==> src/rtl/axis_pkg.sv <==
// Shared types for the AXIS packet FIFO: the packet-mode FSM states and an
// entry-width helper so storage can be sized from the sideband parameters.
package axis_pkg;

  typedef enum logic {
    STORE   = 1'b0,
    RELEASE = 1'b1
  } pkt_state_e;

  // Width of one stored beat: tdata, tkeep, tdest, tid, tuser and tlast.
  function automatic int entry_width(input int data_w, input int dest_w,
                                     input int id_w, input int user_w);
    return data_w + data_w / 8 + dest_w + id_w + user_w + 1;
  endfunction

endpackage

==> src/rtl/axis_fifo_mem.sv <==
// DEPTH x WIDTH storage array with one synchronous write port and one
// asynchronous read port; contents are deliberately not reset.
module axis_fifo_mem #(
  parameter int WIDTH = 20,
  parameter int DEPTH = 16,
  parameter int AW    = $clog2(DEPTH)
) (
  input  logic             clk,
  input  logic             wr_en,
  input  logic [AW-1:0]    wr_addr,
  input  logic [WIDTH-1:0] wr_data,
  input  logic [AW-1:0]    rd_addr,
  output logic [WIDTH-1:0] rd_data
);

  logic [WIDTH-1:0] mem [DEPTH];

  always_ff @(posedge clk) begin
    if (wr_en) begin
      mem[wr_addr] <= wr_data;
    end
  end

  // First-word-fall-through: the head entry is visible without a read strobe.
  assign rd_data = mem[rd_addr];

endmodule

==> src/rtl/axis_packet_fifo.sv <==
// AXI4-Stream FIFO with full sideband, optional store-and-forward packet mode
// and cut-through release of packets too large to fit, flagged as oversize.
module axis_packet_fifo
  import axis_pkg::*;
#(
  parameter int DATA_WIDTH  = 8,
  parameter int DEST_WIDTH  = 4,
  parameter int ID_WIDTH    = 2,
  parameter int USER_WIDTH  = 4,
  parameter int DEPTH       = 16,
  parameter int PACKET_MODE = 0
) (
  input  logic                      clk,
  input  logic                      resn,
  input  logic [DATA_WIDTH-1:0]     s_tdata,
  input  logic [DATA_WIDTH/8-1:0]   s_tkeep,
  input  logic [DEST_WIDTH-1:0]     s_tdest,
  input  logic [ID_WIDTH-1:0]       s_tid,
  input  logic [USER_WIDTH-1:0]     s_tuser,
  input  logic                      s_tvalid,
  input  logic                      s_tlast,
  output logic                      s_tready,
  output logic [DATA_WIDTH-1:0]     m_tdata,
  output logic [DATA_WIDTH/8-1:0]   m_tkeep,
  output logic [DEST_WIDTH-1:0]     m_tdest,
  output logic [ID_WIDTH-1:0]       m_tid,
  output logic [USER_WIDTH-1:0]     m_tuser,
  output logic                      m_tvalid,
  output logic                      m_tlast,
  input  logic                      m_tready,
  output logic [$clog2(DEPTH):0]    level,
  output logic [$clog2(DEPTH):0]    pkt_count,
  output logic                      oversize_err,
  input  logic                      err_clr
);

  localparam int KEEP_WIDTH = DATA_WIDTH / 8;
  localparam int AW         = $clog2(DEPTH);
  localparam int ENTRY_W    = entry_width(DATA_WIDTH, DEST_WIDTH, ID_WIDTH, USER_WIDTH);

  typedef struct packed {
    logic [DATA_WIDTH-1:0] data;
    logic [KEEP_WIDTH-1:0] keep;
    logic [DEST_WIDTH-1:0] dest;
    logic [ID_WIDTH-1:0]   id;
    logic [USER_WIDTH-1:0] user;
    logic                  last;
  } entry_t;

  entry_t             wr_entry;
  entry_t             rd_entry;
  logic [ENTRY_W-1:0] rd_bits;
  logic [AW:0]        wr_ptr;
  logic [AW:0]        rd_ptr;
  logic               full;
  logic               empty;
  logic               push;
  logic               pop;
  logic               enter_release;
  pkt_state_e         state;
  pkt_state_e         state_next;

  // Pointers carry one extra wrap bit: equal low bits with differing MSBs is full.
  assign full     = (wr_ptr[AW] != rd_ptr[AW]) && (wr_ptr[AW-1:0] == rd_ptr[AW-1:0]);
  assign empty    = (wr_ptr == rd_ptr);
  assign s_tready = !full;
  assign push     = s_tvalid && s_tready;
  assign pop      = m_tvalid && m_tready;

  assign wr_entry = '{data: s_tdata, keep: s_tkeep, dest: s_tdest,
                      id: s_tid, user: s_tuser, last: s_tlast};
  assign rd_entry = entry_t'(rd_bits);

  axis_fifo_mem #(
    .WIDTH (ENTRY_W),
    .DEPTH (DEPTH),
    .AW    (AW)
  ) u_mem (
    .clk     (clk),
    .wr_en   (push),
    .wr_addr (wr_ptr[AW-1:0]),
    .wr_data (wr_entry),
    .rd_addr (rd_ptr[AW-1:0]),
    .rd_data (rd_bits)
  );

  assign m_tdata = rd_entry.data;
  assign m_tkeep = rd_entry.keep;
  assign m_tdest = rd_entry.dest;
  assign m_tid   = rd_entry.id;
  assign m_tuser = rd_entry.user;
  assign m_tlast = rd_entry.last;

  always_ff @(posedge clk or negedge resn) begin
    if (!resn) begin
      state <= STORE;
    end else begin
      state <= state_next;
    end
  end

  // A FIFO that fills with no complete packet can never release in STORE,
  // so the partial packet is streamed out cut-through instead.
  always_comb begin
    state_next    = state;
    enter_release = 1'b0;
    m_tvalid      = !empty;
    if (PACKET_MODE != 0) begin
      unique case (state)
        STORE: begin
          m_tvalid = (pkt_count != '0);
          if (full && (pkt_count == '0)) begin
            state_next    = RELEASE;
            enter_release = 1'b1;
          end
        end
        RELEASE: begin
          m_tvalid = !empty;
          if (!empty && m_tready && rd_entry.last) begin
            state_next = STORE;
          end
        end
        default: state_next = STORE;
      endcase
    end
  end

  always_ff @(posedge clk or negedge resn) begin
    if (!resn) begin
      wr_ptr <= '0;
      rd_ptr <= '0;
    end else begin
      if (push) begin
        wr_ptr <= wr_ptr + 1'b1;
      end
      if (pop) begin
        rd_ptr <= rd_ptr + 1'b1;
      end
    end
  end

  always_ff @(posedge clk or negedge resn) begin
    if (!resn) begin
      level     <= '0;
      pkt_count <= '0;
    end else begin
      unique case ({push, pop})
        2'b10:   level <= level + 1'b1;
        2'b01:   level <= level - 1'b1;
        default: level <= level;
      endcase
      unique case ({push && s_tlast, pop && rd_entry.last})
        2'b10:   pkt_count <= pkt_count + 1'b1;
        2'b01:   pkt_count <= pkt_count - 1'b1;
        default: pkt_count <= pkt_count;
      endcase
    end
  end

  // Setting on entry to RELEASE takes priority over a same-cycle clear.
  always_ff @(posedge clk or negedge resn) begin
    if (!resn) begin
      oversize_err <= 1'b0;
    end else if (enter_release) begin
      oversize_err <= 1'b1;
    end else if (err_clr) begin
      oversize_err <= 1'b0;
    end
  end

endmodule
==> config.mk <==
export PLATFORM = sky130hd
export DESIGN_NAME = axis_packet_fifo
export DESIGN_NICKNAME = d
export VERILOG_FILES = /design/src/rtl/axis_pkg.sv /design/src/rtl/axis_fifo_mem.sv /design/src/rtl/axis_packet_fifo.sv
export SDC_FILE = /design/constraint.sdc
export NUM_CORES = 1
export LEC_CHECK = 0
export ABC_AREA = 0
export CORE_MARGIN = 2
export CORE_UTILIZATION = 40
export CTS_CLUSTER_DIAMETER = 150
export CTS_CLUSTER_SIZE = 40
export DETAILED_ROUTE_END_ITERATION = 12
export SLEW_MARGIN = 20
export SYNTH_ARGS = -nofsm -noshare
export SYNTH_HDL_FRONTEND = slang
export SYNTH_HIERARCHICAL = 1
export SYNTH_SLANG_ARGS = --single-unit
==> constraint.sdc <==
create_clock -name clk -period 6.1 [get_ports clk]
set_clock_uncertainty 0.05 [all_clocks]
set_input_delay 1.525 -clock clk [delete_from_list [all_inputs] [get_ports clk]]
set_output_delay 1.525 -clock clk [all_outputs]
set_load 0.05 [all_outputs]
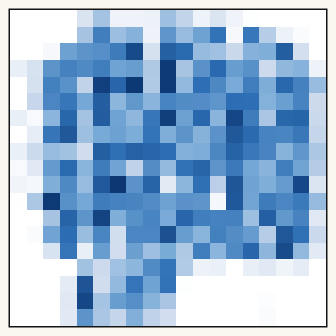
Figure 1: cell density map.
The die is cut into 19 by 19 equal tiles; white is low, dark blue is high, 0 to 100% covered.
The emptiest ninth of the die: bottom right. The fullest tile reaches 97%. The mean over all tiles is 41%. 13% of the tiles are over 75% full.
fp util: 40.3%
Final Util: 45.0%

==> results.toml <==
# yosys + openroad results
[yosys]
synth_flops = 340
ys_sh_xor_pct = 1.53
yosys-stat-area_sq_um = 13500
yosys.area_share.simple_pct = 2.56
ys_cells = 633
synthCells = 633
synth_area_sq_um = 13500
edf_count = 320
ys_async_sr_fraction_pct = 5.88

[timing]
fin_tns_setup_ns = 0
finalMaxSlewViolations = 0
max_slew_margin_pct = 31.6
finalClockPeriodUsage_pct = 82.7
tightest_slew_ns = 1.02
hold_ws_ns = 0.498
rsz0062_at_grt = "false"

[clock_tree]
cts-root-buf = "clkbuf_16"
clock_tree.buffer_depth = 3
clk_pin_slew_ns = 0.15
postCtsResizedCells = 0
numCtsBuffers = 12
cts_max_level = 1

[grt]
grt_pass1_vias = 6540
grt_most_used_layer = "met2"
grt_pass1_wl_mm = 41.4
antenna_found_initial = 3
met3_usage_pct = 2.93
grt_start_max_net_pins = 67

[critical_path]
worstPathRequired_ns = 4.53
worstReg2RegEnd = "u_mem/mem[12][1]"

[hold_path]
worst_hold_path.endpoint = "pkt_count[0]"
hold_path_class = "register to register"

[floorplan]
ios = 58
num_rows = 67

[final_layout]
fin_cells = 1140
drive_gt1_share_pct = 18.4

[route]
drc = 0
wl_met1_mm = 10.9
first_pass_iters = 5
routed-via-count = 6216
route.met2.wl_mm = 14.3
drt-vias-per-instance = 5.45

[placed_design]
dp.cells = 1120

[flow_run]
maxCapViolations = 0

[outcome]
status = "finished, final reports clean"
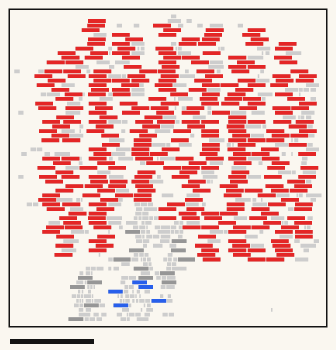
Figure 2: register map, names as in the netlist.
Bar = 50 microns.
Key: red = `u_mem/mem` [flops 320]; blue = `level` [flops 5, where bottom middle]
flop share of the area: 67.4%
register area: 10,100 sq um

==> cells in the mapped netlist, types with 3 or more instances <==
library cell	instances	area (sq um)
a22oi_1	40	300
buf_4	5	37.5
buf_6	5	56.3
clkbuf_1	18	67.6
dfrtp_1	20	500
edfxtp_1	320	9610
ha_1	10	125
inv_1	6	22.5
inv_2	3	11.3
mux4_1	16	420
mux4_2	64	1440
nand2_1	28	105
nand2b_1	3	18.8
nor2_1	15	56.3
nor2b_1	4	25.0
nor3_1	6	30.0
o211ai_1	7	52.6
o21ai_1	4	20.0
o311ai_1	4	35.0
xnor2_1	10	87.6
xnor2_2	4	65.1
xor2_1	6	52.6
==> where the power goes <==
group,internal [W],switching [W]
clock,0.000407,0.000648
combinational,0.00122,0.00176
sequential,0.00285,0.000293
total,0.00447,0.00270
==> metrics by stage <==
step | worst slack [ns] | instance area, sq um | util (%)
after CTS | 0.968 | 15000 | 45.0
final | 1.05 | 15000 | 45.0
after global placement | 1.62 | 14600 | 43.9
after floorplan | 2.05 | 13500 | -
after detailed placement | 1.57 | 14600 | 43.9
after global routing | 0.869 | 15000 | 45.0
==> layout make-up <==
cell class / count / area (sq um)
Inverter: 9 / 33.8
Tap cell: 448 / 561
Multi-Input combinational cell: 255 / 3260
Antenna cell: 2 / 5.00
Sequential cell: 340 / 10100
Clock inverter: 1 / 20.0
Timing Repair Buffer: 68 / 673
Fill cell: 2846 / 18400
Clock buffer: 17 / 340
==> critical path, stage by stage (launching register included) <==
cell and delay [ns]:
dfrtp_4 0.82, buf_4 0.39, mux4_1 0.59, a22oi_1 0.22, nand2_1 0.15, clkdlybuf4s50_1 0.75
==> flip-flops by register name, indices dropped and copies added, names as in the netlist <==
name	cells
level	5
pkt_count	5
rd_ptr	5
u_mem/mem	320
wr_ptr	5
Power is estimated from default activity; no workload was simulated.
